==> src/rtl/mdu_ctrl_if.sv <==
// rtl/mdu_ctrl_if.sv - EX-stage command and HI/LO result bundle for the multiply/divide unit
interface mdu_ctrl_if #(
  parameter int WIDTH = 32
);
  logic             start;
  logic [2:0]       op;
  logic [WIDTH-1:0] rs_data;
  logic [WIDTH-1:0] rt_data;
  logic             cancel;
  logic             isbusy;
  logic             done;
  logic [WIDTH-1:0] hi;
  logic [WIDTH-1:0] lo;

  modport master (
    output start, op, rs_data, rt_data, cancel,
    input  isbusy, done, hi, lo
  );

  modport slave (
    input  start, op, rs_data, rt_data, cancel,
    output isbusy, done, hi, lo
  );
endinterface

==> src/rtl/mdu_ctrl.sv <==
// rtl/mdu_ctrl.sv - iterative shift-add multiply / restoring divide sequencer owning HI/LO
module mdu_ctrl #(
  parameter int ITER  = 32,
  parameter int WIDTH = 32
) (
  input  logic       clk,
  input  logic       rst,
  mdu_ctrl_if.slave  bus
);

  localparam int CW = (ITER > 1) ? $clog2(ITER) : 1;
  localparam logic [CW-1:0] LAST = CW'(ITER - 1);

  typedef enum logic [1:0] {
    S_IDLE = 2'd0,
    S_CALC = 2'd1,
    S_FIX  = 2'd2
  } state_t;

  state_t               state, state_d;
  logic [CW-1:0]        cnt;
  logic [2*WIDTH-1:0]   acc;
  logic [WIDTH-1:0]     opnd;
  logic [WIDTH-1:0]     rs_keep;
  logic                 is_div;
  logic                 div0;
  logic                 sign_q;
  logic                 sign_r;
  logic [WIDTH-1:0]     hi_q, lo_q;
  logic                 done_q;

  logic                 issue, arith_issue, mthi, mtlo, is_signed;
  logic [WIDTH-1:0]     abs_rs, abs_rt;
  logic [WIDTH:0]       mul_sum;
  logic [2*WIDTH-1:0]   mul_next;
  logic                 div_ge;
  logic [WIDTH-1:0]     rem_sub;
  logic [2*WIDTH-1:0]   div_next;
  logic [2*WIDTH-1:0]   prod_fix;
  logic [WIDTH-1:0]     quot_fix, rem_fix;
  logic [WIDTH-1:0]     fix_hi, fix_lo;

  always_comb begin
    issue       = (state == S_IDLE) && bus.start && !bus.cancel;
    arith_issue = issue && !bus.op[2];
    mthi        = issue && (bus.op == 3'b100);
    mtlo        = issue && (bus.op == 3'b101);
    is_signed   = !bus.op[0];
    abs_rs      = (is_signed && bus.rs_data[WIDTH-1]) ? -bus.rs_data : bus.rs_data;
    abs_rt      = (is_signed && bus.rt_data[WIDTH-1]) ? -bus.rt_data : bus.rt_data;
  end

  // Stall must cover the issue cycle itself, so the command decode feeds isbusy directly.
  assign bus.isbusy = (state != S_IDLE) || (bus.start && !bus.cancel && !bus.op[2]);
  assign bus.done   = done_q;
  assign bus.hi     = hi_q;
  assign bus.lo     = lo_q;

  always_comb begin
    // Multiply: acc = {partial product, remaining multiplier bits}, shifted right each step.
    mul_sum  = {1'b0, acc[2*WIDTH-1:WIDTH]} + (acc[0] ? {1'b0, opnd} : {(WIDTH+1){1'b0}});
    mul_next = {mul_sum, acc[WIDTH-1:1]};

    // Divide: acc = {remainder, quotient}; the shifted-in remainder is WIDTH+1 bits wide.
    div_ge   = acc[2*WIDTH-1:WIDTH-1] >= {1'b0, opnd};
    rem_sub  = acc[2*WIDTH-2:WIDTH-1] - opnd;
    div_next = div_ge ? {rem_sub, acc[WIDTH-2:0], 1'b1} : {acc[2*WIDTH-2:0], 1'b0};
  end

  always_comb begin
    prod_fix = sign_q ? -acc : acc;
    quot_fix = sign_q ? -acc[WIDTH-1:0] : acc[WIDTH-1:0];
    rem_fix  = sign_r ? -acc[2*WIDTH-1:WIDTH] : acc[2*WIDTH-1:WIDTH];
    if (!is_div) begin
      fix_hi = prod_fix[2*WIDTH-1:WIDTH];
      fix_lo = prod_fix[WIDTH-1:0];
    end else if (div0) begin
      fix_hi = rs_keep;
      fix_lo = {WIDTH{1'b1}};
    end else begin
      fix_hi = rem_fix;
      fix_lo = quot_fix;
    end
  end

  always_comb begin
    state_d = state;
    case (state)
      S_IDLE:  if (arith_issue) state_d = S_CALC;
      S_CALC:  if (cnt == LAST) state_d = S_FIX;
      S_FIX:   state_d = S_IDLE;
      default: state_d = S_IDLE;
    endcase
    if (bus.cancel) state_d = S_IDLE;
  end

  always_ff @(posedge clk or posedge rst) begin
    if (rst) state <= S_IDLE;
    else     state <= state_d;
  end

  always_ff @(posedge clk or posedge rst) begin
    if (rst) begin
      cnt     <= '0;
      acc     <= '0;
      opnd    <= '0;
      rs_keep <= '0;
      is_div  <= 1'b0;
      div0    <= 1'b0;
      sign_q  <= 1'b0;
      sign_r  <= 1'b0;
      hi_q    <= '0;
      lo_q    <= '0;
      done_q  <= 1'b0;
    end else begin
      done_q <= 1'b0;
      case (state)
        S_IDLE: begin
          cnt <= '0;
          if (arith_issue) begin
            is_div  <= bus.op[1];
            div0    <= bus.op[1] && (bus.rt_data == '0);
            rs_keep <= bus.rs_data;
            sign_q  <= is_signed && (bus.rs_data[WIDTH-1] ^ bus.rt_data[WIDTH-1]);
            sign_r  <= is_signed && bus.rs_data[WIDTH-1];
            if (bus.op[1]) begin
              acc  <= {{WIDTH{1'b0}}, abs_rs};
              opnd <= abs_rt;
            end else begin
              acc  <= {{WIDTH{1'b0}}, abs_rt};
              opnd <= abs_rs;
            end
          end
          if (mthi) hi_q <= bus.rs_data;
          if (mtlo) lo_q <= bus.rs_data;
        end
        S_CALC: begin
          if (!bus.cancel) begin
            cnt <= cnt + 1'b1;
            acc <= is_div ? div_next : mul_next;
          end
        end
        S_FIX: begin
          if (!bus.cancel) begin
            hi_q   <= fix_hi;
            lo_q   <= fix_lo;
            done_q <= 1'b1;
          end
        end
        default: cnt <= '0;
      endcase
    end
  end

endmodule

==> src/flat_wrapper.sv <==
// flat-port wrapper written by rule: the top's interface ports become plain ports
module mdu_ctrl_flat 
#(
  parameter int ITER  = 32,
  parameter int WIDTH = 32
)
  (clk, rst, bus_start, bus_op, bus_rs_data, bus_rt_data, bus_cancel, bus_isbusy, bus_done, bus_hi, bus_lo);
  mdu_ctrl_if #(.WIDTH(WIDTH)) bus_i ();
  input  logic clk;
  input  logic rst;
  input wire logic [$bits(bus_i.start)-1:0] bus_start;
  input wire logic [$bits(bus_i.op)-1:0] bus_op;
  input wire logic [$bits(bus_i.rs_data)-1:0] bus_rs_data;
  input wire logic [$bits(bus_i.rt_data)-1:0] bus_rt_data;
  input wire logic [$bits(bus_i.cancel)-1:0] bus_cancel;
  output wire logic [$bits(bus_i.isbusy)-1:0] bus_isbusy;
  output wire logic [$bits(bus_i.done)-1:0] bus_done;
  output wire logic [$bits(bus_i.hi)-1:0] bus_hi;
  output wire logic [$bits(bus_i.lo)-1:0] bus_lo;
  assign bus_i.start = bus_start;
  assign bus_i.op = bus_op;
  assign bus_i.rs_data = bus_rs_data;
  assign bus_i.rt_data = bus_rt_data;
  assign bus_i.cancel = bus_cancel;
  assign bus_isbusy = bus_i.isbusy;
  assign bus_done = bus_i.done;
  assign bus_hi = bus_i.hi;
  assign bus_lo = bus_i.lo;
  mdu_ctrl #(.ITER(ITER), .WIDTH(WIDTH)) u_core (.clk(clk), .rst(rst), .bus(bus_i));
endmodule
==> config.mk <==
export PLATFORM = sky130hd
export DESIGN_NAME = mdu_ctrl_flat
export DESIGN_NICKNAME = d
export VERILOG_FILES = /design/src/rtl/mdu_ctrl_if.sv /design/src/rtl/mdu_ctrl.sv /design/src/flat_wrapper.sv
export SDC_FILE = /design/constraint.sdc
export NUM_CORES = 1
export LEC_CHECK = 0
export CAP_MARGIN = 5
export CORE_UTILIZATION = 56
export CTS_BUF_LIST = sky130_fd_sc_hd__clkbuf_4 sky130_fd_sc_hd__clkbuf_8
export DETAILED_ROUTE_END_ITERATION = 10
export PLACE_DENSITY = 0.8
export SYNTH_ARGS = -nofsm -noshare
export SYNTH_HDL_FRONTEND = slang
export SYNTH_SLANG_ARGS = --single-unit
==> constraint.sdc <==
create_clock -name clk -period 7.4 [get_ports clk]
set_input_delay 1.48 -clock clk [delete_from_list [all_inputs] [get_ports clk]]
set_output_delay 1.48 -clock clk [all_outputs]
set_load 0.01 [all_outputs]
==> results.toml <==
# generated from flow reports
[worst_setup_path]
worstSetupPathType = "input pin to flop"
endpoint = "u_core.acc[27]"
rr_endpoint = "u_core.acc[60]"
critical-path-max-stage-delay_ns = 0.88
cp_cell_sequence = "clkdlybuf4s50_1, or4_1, or4_1, nor4b_1, a21oi_1, xnor2_1, nand2_1, o211ai_1, o21ai_0, o22a_1"

[cells_and_area]
finalNetCount = 2433
areaGrowthSynthToFinish_pct = 12.8
layout.non_clock_inverters = 71
number_of_flip_flops_under_the_largest_register_name = 64
buffers_excl_clock = 158
area_dominant_class = "logic gates"

[clock_network]
hold_bufs_inserted_after_cts = 0

[synth]
synth.comb.largest_family = "AND-OR/OR-AND gates"
gate_count_of_the_mapped_netlist = 2266
synth_seq_share_pct = 29.6
edf_count = 0
synth.area.top_cells = "dfrtp_1, o21ai_0, nand2_1"

[final_timing]
clock-skew-final_ns = 0.0254
timing_worst_slew_pin_value_ns = 1.24
hold_viol = 0

[floorplanning]
die_width_um = 177
design.die.area_sq_mm = 0.0315

[grt]
grt.overflow.total = 0
met1_usage_pct = 50.3

[run_status]
outcome = "finished clean"
==> report_power, final <==
part           total [mW]  leakage [nW]  internal, mW  switching, mW
Clock                1.19         0.418         0.668          0.517
Sequential           1.94          2.53          1.39          0.552
Combinational        3.68          5.21          1.58           2.10
Total                6.80          8.16          3.63           3.17
==> through the flow <==
step	setup WS (ns)	cell area (sq um)	total power, mW
6_report	2.76	19400	6.80
4_1_cts	2.88	19400	6.71
3_3_place_gp	2.35	18600	5.45
3_5_place_dp	2.32	18600	5.51
2_1_floorplan	0.353	17200	4.43
5_1_grt	2.54	19400	7.24
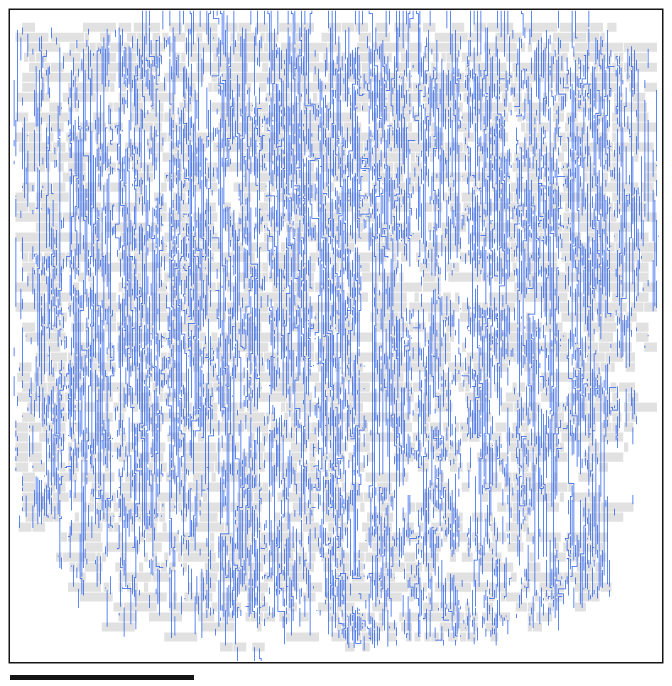
Fig. 1. The metal 2 layer.
Scale bar: 50 um. Cells faint in the background.
nets with wire on the layer = 2026
share of all routed wire = 43%
wire length on this layer = 26.5 mm
main direction = vertical
met2 usage: 58.6%
total vias in the final route: 17.7k
final routed wirelength across all metal layers: 61300 um

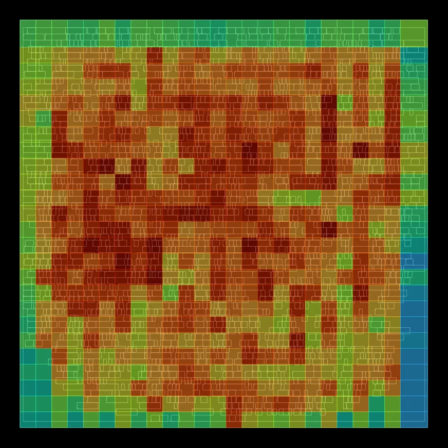
Fig. 2. Routing congestion.
met3 GRT Util: 10.2%
routed length per placed instance: 22.7 um
global router's overall resource usage: 38.9%
final cell utilization of the core: 64.9%
global-route layer with the greatest usage: met2

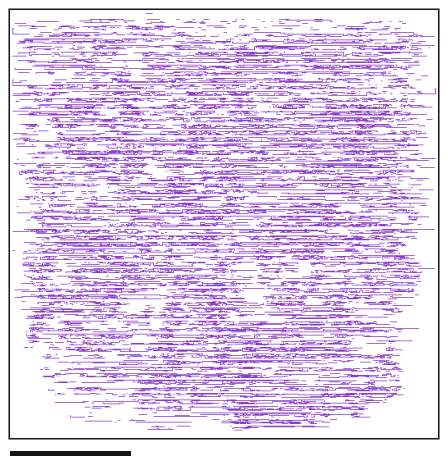
Fig. 3. Met1 routing.
Scale bar: 50 um.
longest straight run = 65.8 um
wire length on this layer = 24.3 mm
main direction = horizontal

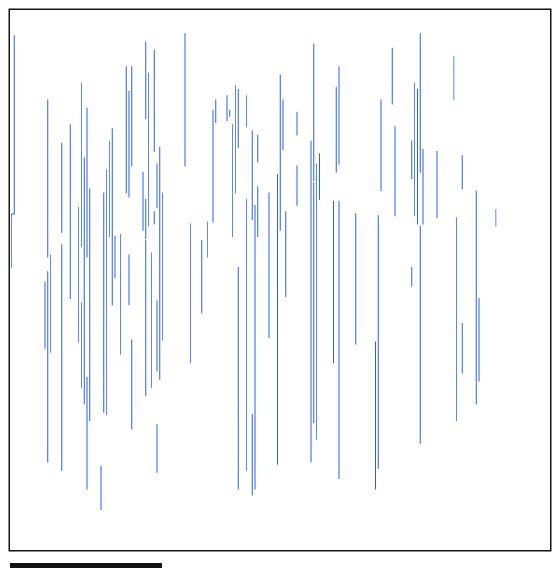
Fig. 4. Metal 4.
Scale bar: 50 um.
main direction = vertical
longest straight run = 105 um
wire length on this layer = 3800 um
nets with wire on the layer = 79
share of all routed wire = 6.2%

No activity file was given, so power comes from the tool's default toggle rates.
